--- src/rtl/pipe_pkg.sv ---
// pipe_pkg: shared stage payload widths, bubble encodings and field offsets
package pipe_pkg;
  localparam int IF_ID_W  = 64;
  localparam int ID_EX_W  = 64;
  localparam int EX_MEM_W = 48;
  localparam int MEM_WB_W = 40;
  localparam logic [3:0] ALU_OP_NOP = 4'd11;
  localparam int ALU_OP_LSB = 0;
  localparam int ALU_OP_W   = 4;
  localparam int REG_WE_BIT = 4;
  localparam int MEM_RE_BIT = 5;
  localparam int MEM_WE_BIT = 6;
  localparam int RD_LSB     = 7;
  localparam int RD_W       = 5;
  localparam int IMM_LSB    = 12;
  localparam int IMM_W      = 32;
  typedef enum logic [1:0] {
    ST_EMPTY = 2'b00,
    ST_HALF  = 2'b10,
    ST_FULL  = 2'b11
  } occ_state_e;
endpackage

--- src/rtl/pipe_stage_skid_buffer_if.sv ---
// pipe_stage_skid_buffer_if: valid/ready handshake carrying one packed payload word
interface pipe_stage_skid_buffer_if
  import pipe_pkg::*;
#(parameter int DATA_W = IF_ID_W);
  logic              valid;
  logic              ready;
  logic [DATA_W-1:0] data;
  modport master (output valid, data, input ready);
  modport slave  (input valid, data, output ready);
endinterface

--- src/rtl/pipe_entry_reg.sv ---
// pipe_entry_reg: one payload register with valid bit, falling-edge load/clear
module pipe_entry_reg #(
  parameter int                DATA_W = 64,
  parameter logic [DATA_W-1:0] BUBBLE = '0
) (
  input  logic              clk,
  input  logic              reset,
  input  logic              load,
  input  logic              clear,
  input  logic [DATA_W-1:0] d,
  output logic              v,
  output logic [DATA_W-1:0] q
);
  always_ff @(negedge clk or negedge reset) begin
    if (!reset) begin
      v <= 1'b0;
      q <= BUBBLE;
    end else if (clear) begin
      v <= 1'b0;
      q <= BUBBLE;
    end else if (load) begin
      v <= 1'b1;
      q <= d;
    end
  end
endmodule

--- src/rtl/pipe_stage_skid_buffer.sv ---
// pipe_stage_skid_buffer: inter-stage buffer with optional skid entry, flush and stall
module pipe_stage_skid_buffer
  import pipe_pkg::*;
#(
  parameter int                DATA_W  = 64,
  parameter logic [DATA_W-1:0] BUBBLE  = '0,
  parameter bit                SKID_EN = 1'b1
) (
  input  logic                            clk,
  input  logic                            reset,
  input  logic                            stall,
  input  logic                            flush,
  pipe_stage_skid_buffer_if.slave         up,
  pipe_stage_skid_buffer_if.master        dn,
  output logic [1:0]                      occupancy
);
  logic              main_v, skid_v;
  logic [DATA_W-1:0] main_d, skid_d;
  logic              acc, pop;
  logic              main_load, main_clr, skid_load, skid_clr;
  occ_state_e        state;
  assign state     = occ_state_e'({main_v, skid_v});
  // with the skid entry, in_ready depends only on local state, never on out_ready
  assign up.ready  = reset & !stall & (SKID_EN ? !skid_v : (dn.ready | !main_v));
  assign dn.valid  = !stall & main_v;
  assign dn.data   = dn.valid ? main_d : BUBBLE;
  assign occupancy = {1'b0, main_v} + {1'b0, skid_v};
  assign acc       = up.valid & up.ready;
  assign pop       = dn.valid & dn.ready;
  assign main_load = (acc & ((state == ST_EMPTY) | pop)) | ((state == ST_FULL) & pop);
  assign main_clr  = flush | ((state == ST_HALF) & pop & !acc);
  assign skid_load = SKID_EN && acc && (state == ST_HALF) && !pop;
  assign skid_clr  = flush | ((state == ST_FULL) & pop);
  pipe_entry_reg #(.DATA_W(DATA_W), .BUBBLE(BUBBLE)) u_main (
    .clk   (clk),
    .reset (reset),
    .load  (main_load),
    .clear (main_clr),
    .d     (skid_v ? skid_d : up.data),
    .v     (main_v),
    .q     (main_d)
  );
  pipe_entry_reg #(.DATA_W(DATA_W), .BUBBLE(BUBBLE)) u_skid (
    .clk   (clk),
    .reset (reset),
    .load  (skid_load),
    .clear (skid_clr),
    .d     (up.data),
    .v     (skid_v),
    .q     (skid_d)
  );
endmodule

--- src/flat_wrapper.sv ---
// flat-port wrapper written by rule: the top's interface ports become plain ports
module pipe_stage_skid_buffer_flat import pipe_pkg::*;
#(
  parameter int                DATA_W  = 64,
  parameter logic [DATA_W-1:0] BUBBLE  = '0,
  parameter bit                SKID_EN = 1'b1
)
  (clk, reset, stall, flush, occupancy, up_valid, up_data, up_ready, dn_valid, dn_data, dn_ready);
  pipe_stage_skid_buffer_if #(.DATA_W(DATA_W)) up_i ();
  pipe_stage_skid_buffer_if #(.DATA_W(DATA_W)) dn_i ();
  input  logic clk;
  input  logic reset;
  input  logic stall;
  input  logic flush;
  output logic [1:0] occupancy;
  input wire logic [$bits(up_i.valid)-1:0] up_valid;
  input wire logic [$bits(up_i.data)-1:0] up_data;
  output wire logic [$bits(up_i.ready)-1:0] up_ready;
  output wire logic [$bits(dn_i.valid)-1:0] dn_valid;
  output wire logic [$bits(dn_i.data)-1:0] dn_data;
  input wire logic [$bits(dn_i.ready)-1:0] dn_ready;
  assign up_i.valid = up_valid;
  assign up_i.data = up_data;
  assign up_ready = up_i.ready;
  assign dn_valid = dn_i.valid;
  assign dn_data = dn_i.data;
  assign dn_i.ready = dn_ready;
  pipe_stage_skid_buffer #(.DATA_W(DATA_W), .BUBBLE(BUBBLE), .SKID_EN(SKID_EN)) u_core (.clk(clk), .reset(reset), .stall(stall), .flush(flush), .up(up_i), .dn(dn_i), .occupancy(occupancy));
endmodule
--- config.mk ---
export PLATFORM = sky130hd
export DESIGN_NAME = pipe_stage_skid_buffer_flat
export DESIGN_NICKNAME = d
export VERILOG_FILES = /design/src/rtl/pipe_pkg.sv /design/src/rtl/pipe_stage_skid_buffer_if.sv /design/src/rtl/pipe_entry_reg.sv /design/src/rtl/pipe_stage_skid_buffer.sv /design/src/flat_wrapper.sv
export SDC_FILE = /design/constraint.sdc
export NUM_CORES = 1
export LEC_CHECK = 0
export CORE_UTILIZATION = 35
export CTS_CLUSTER_SIZE = 12
export DETAILED_ROUTE_END_ITERATION = 8
export GPL_ROUTABILITY_DRIVEN = 0
export HOLD_SLACK_MARGIN = 0.06
export PLACE_DENSITY = 0.61
export SYNTH_ARGS = -nofsm -noshare
export SYNTH_HDL_FRONTEND = slang
export SYNTH_HIERARCHICAL = 1
export SYNTH_SLANG_ARGS = --single-unit
--- constraint.sdc ---
create_clock -name clk -period 2.7 [get_ports clk]
set_clock_uncertainty 0.15 [all_clocks]
set_input_delay 0.54 -clock clk [delete_from_list [all_inputs] [get_ports clk]]
set_output_delay 0.54 -clock clk [all_outputs]
set_load 0.03 [all_outputs]
Figure 1. Routing congestion (run 1).
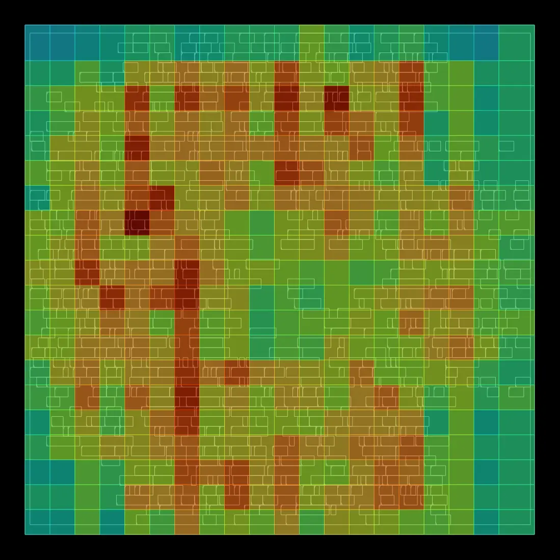
routing usage on met2: 31.11%
post-layout util: 55.44%

Figure 2. Wires at chosen ports, followed through buffers (run 1).
Bar = 50 um.
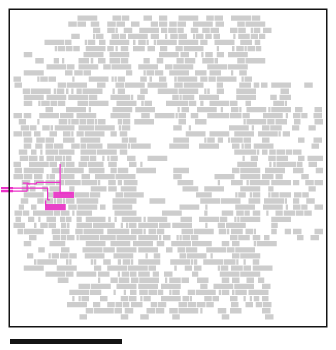
Key: occupancy = magenta [bits 2, direction output, end cells 2, buffers 2, wire 71.4 um]
number of buffers added on ports: 137
# IOs: 138

==> qor.yml, run 1 <==
cells_and_area:
  buf_share_pct: 27.23
  logic_area_um2: 3452
  final_common_cell: "dfrtn_1"
  drive_gt1_share_pct: 42.49
  fin_cells: 1046
  nets: 849
  areaGrowthSynthToFinish_pct: 54.44
  lay_top_cells: "130 x dfrtn_1, 129 x nor2_1, 123 x mux2i_1, 72 x buf_6, 65 x clkdlybuf4s50_1"
worst_hold_path:
  min_from: "u_core/u_skid/q[12]"
global_routing:
  grt_util_met1_pct: 24.18
  use_met3_pct: 3.668
  grt_usage_pct: 18.71
setup_path:
  worst-path-stages: 5
  arrival_ns: 3.01
  endpoint: "dn_data[61]"
  cp.required_ns: 2.01
power_and_ir_drop:
  combPwrFrac_pct: 13.1
  pwr-share-clk_pct: 45.2
  p_int_w: 0.003728
  powerSeq_w: 0.00203
  pg_comb_w: 0.000639
  powerClk_w: 0.00220
  seq_power_share_pct: 41.7
  p_sw_w: 0.001140
  finalPower_w: 0.004868
  vdd_ir_drop_max_v: 0.0004362
synth:
  async_reset_ff_share_pct: 100.0
  syn-num-nets: 649
  synth_cell_types: 23
  common_cells: "133 x nor2_1, 130 x dfrtn_1, 128 x mux2i_1"
  top_cells_by_area: "dfrtn_1 48%, mux2i_1 19%, mux2_4 8.4%"
  top_cell: "nor2_1"
timing:
  max-slew-margin-rel_pct: 28.33
  layout_setup_ws_ns: -1.003
  drv_slew: 0
  setup_viol: 198
cts:
  cts-htree-levels: 4
  post_cts_buffers: 10
  clock_sink_count: 130
outcome:
  violations: "negative setup slack"
  status: "finished with violations"
routing:
  drc: 0
  detail-route-antenna-nets: 0
Figure 3. Pin map (run 1).
Bar = 50 um. Pins as bars across the die edge, other pins in gray.
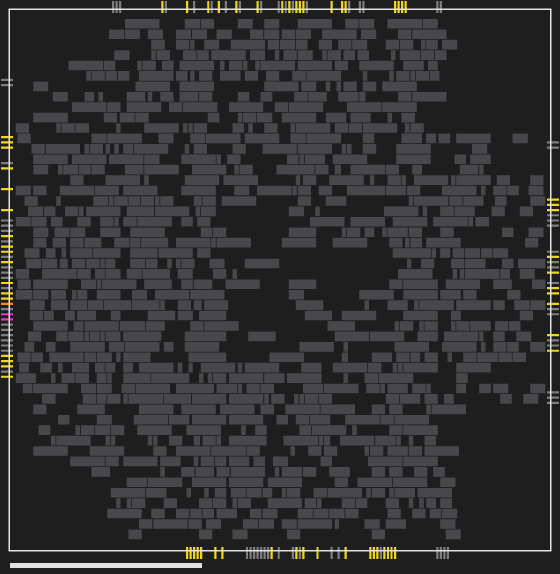
Key: up_data = yellow [pins 64, direction input, edge 19 bottom, 18 top, 17 left, 10 right]; occupancy = magenta [pins 2, direction output, edge left]; up_ready = orange [pins 1, direction output, edge left]
All pins by edge: 40 left, 36 top, 36 bottom, 26 right.
Die Height: 141.0 um
Die Wd: 141.0 um

Figure 4. Metal 1 (run 1).
Supply wires on this layer in gray.
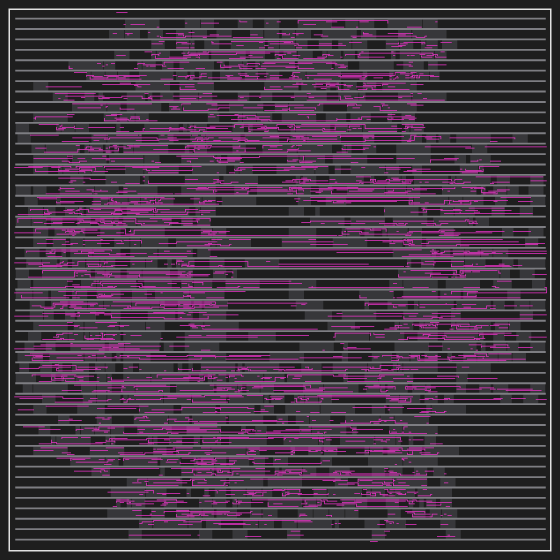

==> run 2, diff against run 1 <==
--- a/config.mk
+++ b/config.mk
@@ -6,10 +6,12 @@
 export NUM_CORES = 1
 export LEC_CHECK = 0
 export CORE_UTILIZATION = 35
+export CTS_BUF_LIST = sky130_fd_sc_hd__clkbuf_16
 export CTS_CLUSTER_SIZE = 12
 export DETAILED_ROUTE_END_ITERATION = 8
 export GPL_ROUTABILITY_DRIVEN = 0
 export HOLD_SLACK_MARGIN = 0.06
+export MAX_ROUTING_LAYER = met4
 export PLACE_DENSITY = 0.61
 export SYNTH_ARGS = -nofsm -noshare
 export SYNTH_HDL_FRONTEND = slang
==> constraint.sdc (replaced) <==
create_clock -name clk -period 4.2 [get_ports clk]
set_clock_uncertainty 0.15 [all_clocks]
set_input_delay 0.84 -clock clk [delete_from_list [all_inputs] [get_ports clk]]
set_output_delay 0.84 -clock clk [all_outputs]
set_load 0.03 [all_outputs]
Figure 5. Metal 1 (run 2).
Supply wires on this layer in gray.
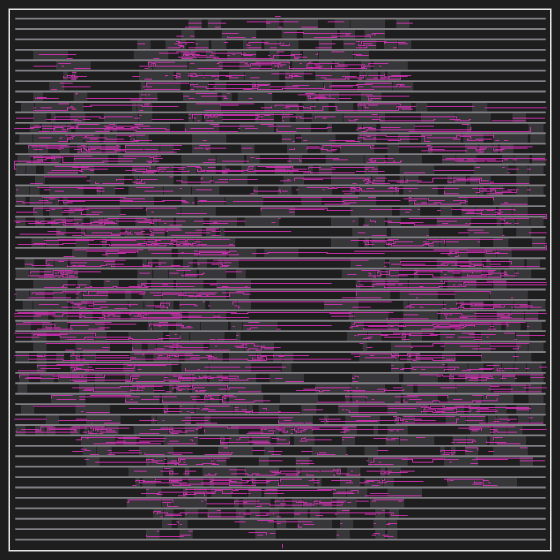
The longest straight run is 66.2 um. The layer carries 8900 um of wire. The layer holds 48% of the routed length. The wires run mostly horizontal. 745 nets have wire on it.

==> run 2 against run 1 <==
Net effect:
- the flow still finishes with violations (negative setup slack)
- sequential power shrank 36%
- combinational power shrank 39%
- global-route usage grew 1.1 points
- core utilization shrank 2.5 points
- die area is the same
- design area shrank 4.5%
- setup slack gained 0.47 ns
- synthesized area is the same
- flip-flop count is the same
- first-iteration DRC count shrank 17%
- non-clock buffer count shrank 21
- largest power group unchanged
==> qor.yml, run 2 <==
outcome:
  status: "finished with violations"
  violations: "negative setup slack"
global_routing:
  grt_usage_pct: 19.79
timing:
  layout_setup_ws_ns: -0.5327
  setup_viol: 132
power_and_ir_drop:
  p_int_w: 0.002414
  powerClk_w: 0.00144
  combPwrFrac_pct: 12.5
  powerSeq_w: 0.00130
  finalPower_w: 0.003135
  vdd_ir_drop_max_v: 0.0002872
synth:
  common_cells: "133 x nor2_1, 130 x dfrtn_1, 128 x mux2i_1"
  synth_cell_types: 23
  async_reset_ff_share_pct: 100.0
  syn-num-nets: 649
worst_hold_path:
  min_from: "u_core/u_skid/q[37]"
place:
  io_buffer_count: 137
cells_and_area:
  final_common_cell: "dfrtn_1"
  fin_util_pct: 52.96
  lay_top_cells: "130 x dfrtn_1, 122 x nor2_1, 120 x mux2i_1, 65 x clkdlybuf4s50_1, 49 x buf_4"
floorplanning:
  die_height_um: 141.0
setup_path:
  cp.required_ns: 3.21
No activity file was given, so power comes from the tool's default toggle rates.
